<file path="config.mk">
export PLATFORM = sky130hd
export DESIGN_NAME = chess_timer_core
export DESIGN_NICKNAME = d
export VERILOG_FILES = /design/src/rtl/chess_timer_core.sv
export SDC_FILE = /design/constraint.sdc
export NUM_CORES = 1
export LEC_CHECK = 0
export ABC_AREA = 1
export CORE_MARGIN = 2
export CORE_UTILIZATION = 45
export DETAILED_ROUTE_END_ITERATION = 8
export PLACE_DENSITY = 0.66
export SLEW_MARGIN = 20
export SYNTH_ARGS = -nofsm -noshare
export SYNTH_HDL_FRONTEND = slang
export SYNTH_SLANG_ARGS = --single-unit
</file>
<file path="constraint.sdc">
create_clock -name i_clk -period 4.4 [get_ports i_clk]
set_clock_uncertainty 0.1 [all_clocks]
set_input_delay 1.32 -clock i_clk [delete_from_list [all_inputs] [get_ports i_clk]]
set_output_delay 1.32 -clock i_clk [all_outputs]
set_load 0.01 [all_outputs]
</file>
<file path="src/rtl/chess_timer_core.sv">
// chess_timer_core: two-player chess clock with synchronized buttons, per-second prescaler and timeout detection.
module chess_timer_core #(
    parameter int CLK_DIV   = 50_000_000,
    parameter int MAX_COUNT = 999
) (
    input  logic       i_clk,
    input  logic       i_rst,
    input  logic       i_start,
    input  logic       i_p1_btn,
    input  logic       i_p2_btn,
    input  logic [9:0] i_preset,
    output logic [9:0] o_counter_1,
    output logic [9:0] o_counter_2,
    output logic [1:0] o_state_displays,
    output logic       o_tick
);
    localparam int PW = $clog2(CLK_DIV);

    typedef enum logic [1:0] {IDLE = 2'b00, P1_RUN = 2'b01, P2_RUN = 2'b10, DONE = 2'b11} state_t;

    state_t          state, state_n;
    logic [2:0]      s1, s2, prev, rise;
    logic [PW-1:0]   presc, presc_n;
    logic [9:0]      c1_n, c2_n, ld;
    logic            running, tick, tick_n;

    // bit 0 start, bit 1 player 1, bit 2 player 2
    always_ff @(posedge i_clk or posedge i_rst) begin
        if (i_rst) begin
            s1          <= '0;
            s2          <= '0;
            prev        <= '0;
            state       <= IDLE;
            presc       <= '0;
            o_counter_1 <= '0;
            o_counter_2 <= '0;
            o_tick      <= 1'b0;
        end else begin
            s1          <= {i_p2_btn, i_p1_btn, i_start};
            s2          <= s1;
            prev        <= s2;
            state       <= state_n;
            presc       <= presc_n;
            o_counter_1 <= c1_n;
            o_counter_2 <= c2_n;
            o_tick      <= tick_n;
        end
    end

    always_comb begin
        rise    = s2 & ~prev;
        ld      = (i_preset > 10'(MAX_COUNT)) ? 10'(MAX_COUNT) : i_preset;
        running = (state == P1_RUN) || (state == P2_RUN);
        tick    = running && (presc == PW'(CLK_DIV - 1));
        state_n = state;
        c1_n    = o_counter_1;
        c2_n    = o_counter_2;
        tick_n  = 1'b0;
        case (state)
            IDLE: begin
                c1_n = ld;
                c2_n = ld;
                if (rise[0] && ld != 10'd0) state_n = P1_RUN;
            end
            P1_RUN: begin
                if (tick && o_counter_1 != 10'd0) begin
                    c1_n   = o_counter_1 - 10'd1;
                    tick_n = 1'b1;
                end
                // timeout takes priority over a simultaneous end-of-turn press
                if (tick && o_counter_1 <= 10'd1) state_n = DONE;
                else if (rise[1]) state_n = P2_RUN;
            end
            P2_RUN: begin
                if (tick && o_counter_2 != 10'd0) begin
                    c2_n   = o_counter_2 - 10'd1;
                    tick_n = 1'b1;
                end
                if (tick && o_counter_2 <= 10'd1) state_n = DONE;
                else if (rise[2]) state_n = P1_RUN;
            end
            DONE: if (rise[0]) state_n = IDLE;
        endcase
        presc_n = (!running || state_n != state || tick) ? '0 : presc + PW'(1);
    end

    assign o_state_displays = state;
endmodule

</file>
==> summary.txt, run 1 <==
run metrics: All-Layer GR Usage 0.1876, ant diodes 0, clock-pin slew on the worst setup and hold paths ~0.06 ns, top sig layer met4, status complete, no violations, root buffer cell clkbuf_8, Hold WS 0.2513 ns, DP Cell Count 584, CTS H-tree lvls 3, register area share after synthesis 0.4010, PwrDens 582.3 mW/mm², setup repair after global routing missed its margin false, Top cells by area dfrtp_1 40%, nand2_1 11%, nor2_4 7.2%, drc violations 0, mux share 0, final worst slack 1.099 ns, number of enable flip-flop cells 0, Max stage delay cell, worst path clkdlybuf4s50_1, final setup violating endpoints 0, Layout Cells excl Fill 598, Commonest cells post-synth 103 x nand2_1, 58 x dfrtp_1, 55 x inv_1, Flop area 0.001451 mm², Place WS ~0.80 ns, CTS sink cnt just under 60, first-pass GRT wire length 13,050 µm, DIE WIDTH 93.69 µm
==> run 1: cells in the final DEF, fill, tap and decap left out <==
cell type	n
xnor2_1	9
ha_1	11
o21ai_1	1
o311ai_1	1
o211ai_1	1
nand2_4	1
xor2_1	18
nor4_4	1
nand4_2	1
clkbuf_8	11
or2_2	2
or2_1	1
clkdlybuf4s50_1	37
o21ai_0	34
nor2_1	54
nor4b_1	1
inv_2	5
nor3_1	6
a22oi_1	1
o31ai_1	1
nor2_4	23
nand3_4	1
buf_4	2
nand3_1	21
a21oi_1	8
nor2_2	5
nand2_1	103
dfrtp_1	58
nand4_1	9
o311ai_0	1
inv_1	54
clkinv_2	2
nand2_2	6
bufinv_16	1
nand3_2	2
nor3_2	3
==> run 1: routing by layer <==
metal,vias up,GRT usage
li1,1509,-
met1,1368,0.2393
met2,67,0.3077
met3,17,0.04013
met4,0,0.08092
met5,-,0
==> run 1: flip-flops by register name, indices dropped and copies added, names as in the netlist <==
name and count:
presc 26, o_counter_1 10, o_state_displays 2, prev 3
o_tick 1, s2 3, s1 3, o_counter_2 10
==> run 1: layout make-up <==
| class | count | share of cell area |
|---|---|---|
| Tap cell | 102 | 0.02999 |
| Timing Repair Buffer | 39 | 0.09056 |
| Inverter | 59 | 0.05204 |
| Clock buffer | 11 | 0.03558 |
| Sequential cell | 58 | 0.3411 |
| Multi-Input combinational cell | 326 | 0.4413 |
| Clock inverter | 3 | 0.009409 |
==> run 1: power breakdown <==
group	internal [W]	switching, W
clock network	0.000284	0.000208
registers	0.000646	0.000135
logic	0.000446	0.000759
==> run 1: worst max-delay path, delay by kind of cell <==
family	cells	cell delay [ns]
and+or+nand+nor	12	1.50
buffers and inverters	2	0.55
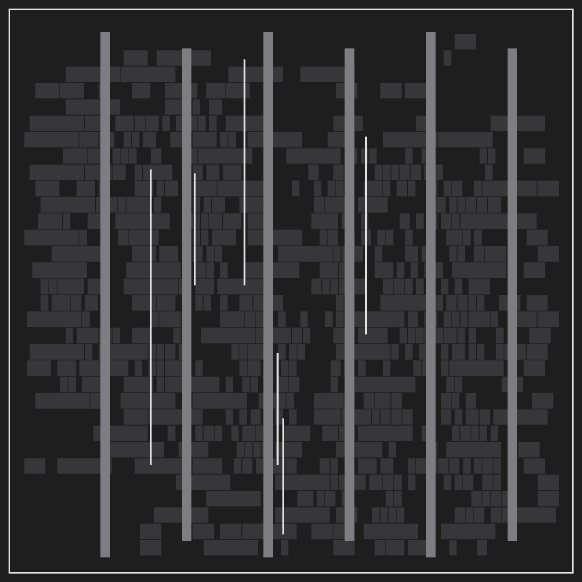
(run_1/m4.png)
Drawn at 6 px/µm. Supply wires on this layer in grey. Cells faint in the background.
- main direction: vertical
- nets with wire on the layer: 5
- share of all routed wire: 2.3%
- wire length on this layer: 175 µm
- longest straight run: 49.0 µm

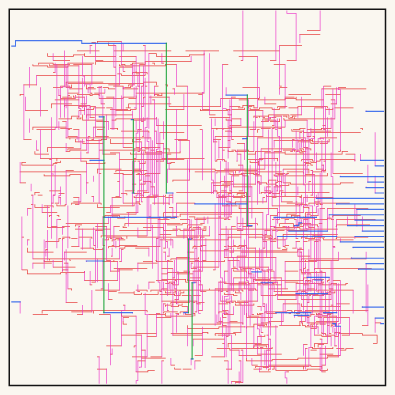
(run_1/layers.png)
Drawn at 4 px/µm.
- red: M1 (wire length 3,420 µm)
- blue: M3 (wire length 334 µm)
- green: M4 (wire length 175 µm)
- magenta: M2 (wire length 3,580 µm)
post-DR wirelength/cell: 12.55 µm
Vias: 2,961

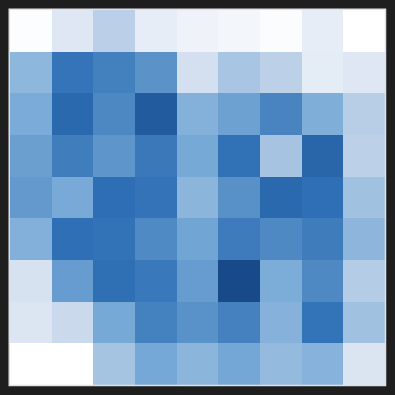
(run_1/util_map.png)
Drawn at 4 px/µm. The die is cut into 9 by 9 equal tiles; white is low, dark blue is high, 0 to 100% covered.
- mean over tiles: 47%
- emptiest ninth of the die: north-east
- nearly empty tiles: 6.2%
- fullest tile: 89%
- tiles over 75% full: 6.2%
core area: 0.007767 mm²
final core utilization: 0.5478

==> run_1/ff_map.png <==
Drawn at 4 px/µm.
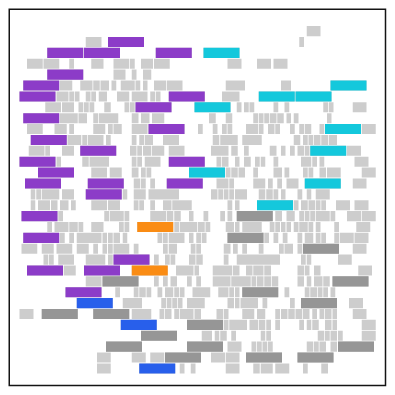

## Run 2: what changed since run 1
clock period = 3.3 ns   (was 4.4 ns; I/O delays follow)
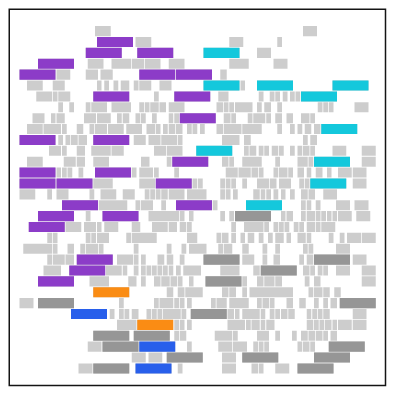
(run_2/ff_map.png)
Drawn at 4 px/µm.
- orange: o_state_displays (flops 2)
- blue: s2 (flops 3)
- purple: presc (flops 26)
- cyan: o_counter_1 (flops 10)
- not coloured: 17

==> run 2 against run 1 <==
Against the previous run: worst hold slack worse by 0.0037 ns; die area did not move; power increased by 40%; critical endpoint is now presc[10]; highest routed layer unchanged.
==> summary.txt, run 2 <==
run metrics: status complete, no violations, setup repair after global routing missed its margin false, Rows 32, register with the most flip-flops presc, CTS H-tree lvls 3 (unchanged), CTS sink cnt 58 (unchanged), Post-DRT Antenna Nets 0, top power group combinational logic, Reg power frac 0.302 (-0.013), met3 usage 0.04655 (+0.006421), root buffer cell clkbuf_8, Max VDD drop 0.0005331 V, Top cells by area dfrtp_1 40%, nand2_1 11%, nor2_4 7.2%, clock-pin slew on the worst setup and hold paths 0.07 ns (about the same), drc violations 0 (unchanged), Tightest Pin Transition 0.4890 ns, Top Layout Cells 103 x nand2_1, 58 x dfrtp_1, 54 x inv_1, 54 x nor2_1, 37 x clkdlybuf4s50_1, post-DR wirelength/cell 12.55 µm (about the same), Max stage delay cell, worst path clkdlybuf4s50_1, WHS Path Cells 0, final setup violating endpoints 0 (unchanged), Vias 2,955 (-0.20%), ant diodes 0 (unchanged), P_seq 0.00104 W (+33%), All-Layer GR Usage 0.1940 (+0.006340), combinational share of power 0.491 (+0.005), NetSw 0.001482 W (+35%), Net Sw Frac 0.4287 (-0.01604), first-pass GRT wire length 13,330 µm (+2.2%), number of enable flip-flop cells 0 (unchanged), Top delay family on crit path simple AND/OR/NAND/NOR gates, GRT met1 Usage 0.2510 (+0.01178), crit path buf inv count 3 (+1), syn avg cell area 8.026 µm², core area 0.007767 mm² (unchanged), top flop regs presc x26, o_counter_1 x10, o_counter_2 x10, P_comb 0.00170 W (+42%), DIE WIDTH 93.69 µm (unchanged), PwrDens 800.4 mW/mm² (+37%), M2 GR Usage 0.3089 (+0.001190), Largest register FFs 26 (unchanged), post-synth cell types 35, # fillers 730, GRT busiest layer met2, synth warn 0, Commonest cells post-synth 103 x nand2_1, 58 x dfrtp_1, 55 x inv_1, internal power 0.001976 W (+44%), dominant logic cell type in the layout nand2_1, mux share 0 (unchanged), yosys simple share 0.3450
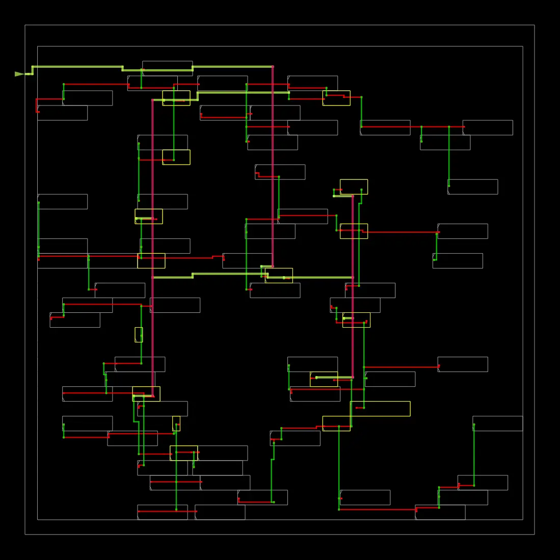
(run_2/clock_nets.png)
Skew-Pair Late Insertion Delay: 0.35 ns
sequential cells: 58
Clock Power: 0.000718 W

run 2: cell count changes in the layout (fill, tap and decap cells not counted):
cell and change:
clkbuf_8 +2, clkinv_2 -2, buf_12 +2, clkbuf_1 +2
run 2: stage by stage:
stage	power [W]	cells	hold WS [ns]	util	setup slack (ns)
finish	0.003458	602	0.2477	0.5562	0.5945
global route	0.003755	602	0.2517	0.5562	0.3285
CTS	0.003489	602	0.2490	0.5562	0.6209
detailed placement	0.002761	586	0.2347	0.5284	0.2602
global placement	0.002732	586	0.2330	0.5284	0.2822
floorplan	0.002245	451	0.2312	-	0.7820
run 2: cells by family after synthesis:
group,after synthesis
adder cells (fa/ha/maj),11
XOR/XNOR,27
AND/OR/NAND/NOR,240
AND-OR/OR-AND,48
flip-flops,58
buffers and inverters,67
run 2: worst max path at each step:
stage	slack [ns]	start	cells past startpoint	to
floorplan	0.78	i_rst	1	o_counter_1[0]
global placement	0.28	i_preset[8]	15	presc[15]
detailed placement	0.26	i_preset[8]	15	presc[12]
CTS	0.62	i_preset[8]	15	presc[7]
global route	0.33	o_state_displays[0]	11	o_counter_1[6]
finish	0.59	i_preset[8]	15	presc[10]
run 2: cell type report:
class                   instances  area [µm²]  area share
clock buffers                  15       186.4     0.04315
clock inverters                 1       30.03    0.006950
inverters                      59       221.5     0.05126
multi-input cells             326        1878      0.4347
flip-flops and latches         58        1451      0.3359
well taps                     102       127.6     0.02954
repair buffers                 41       425.4     0.09847
run 2: per-layer routing:
| metal | vias to the layer above | share of wire |
|---|---|---|
| li1 | 1508 | - |
| met1 | 1378 | 0.47 |
| met2 | 57 | 0.47 |
| met3 | 12 | 0.045 |
| met4 | 0 | 0.019 |
| met5 | - | 0 |
Power is estimated from default activity; no workload was simulated.
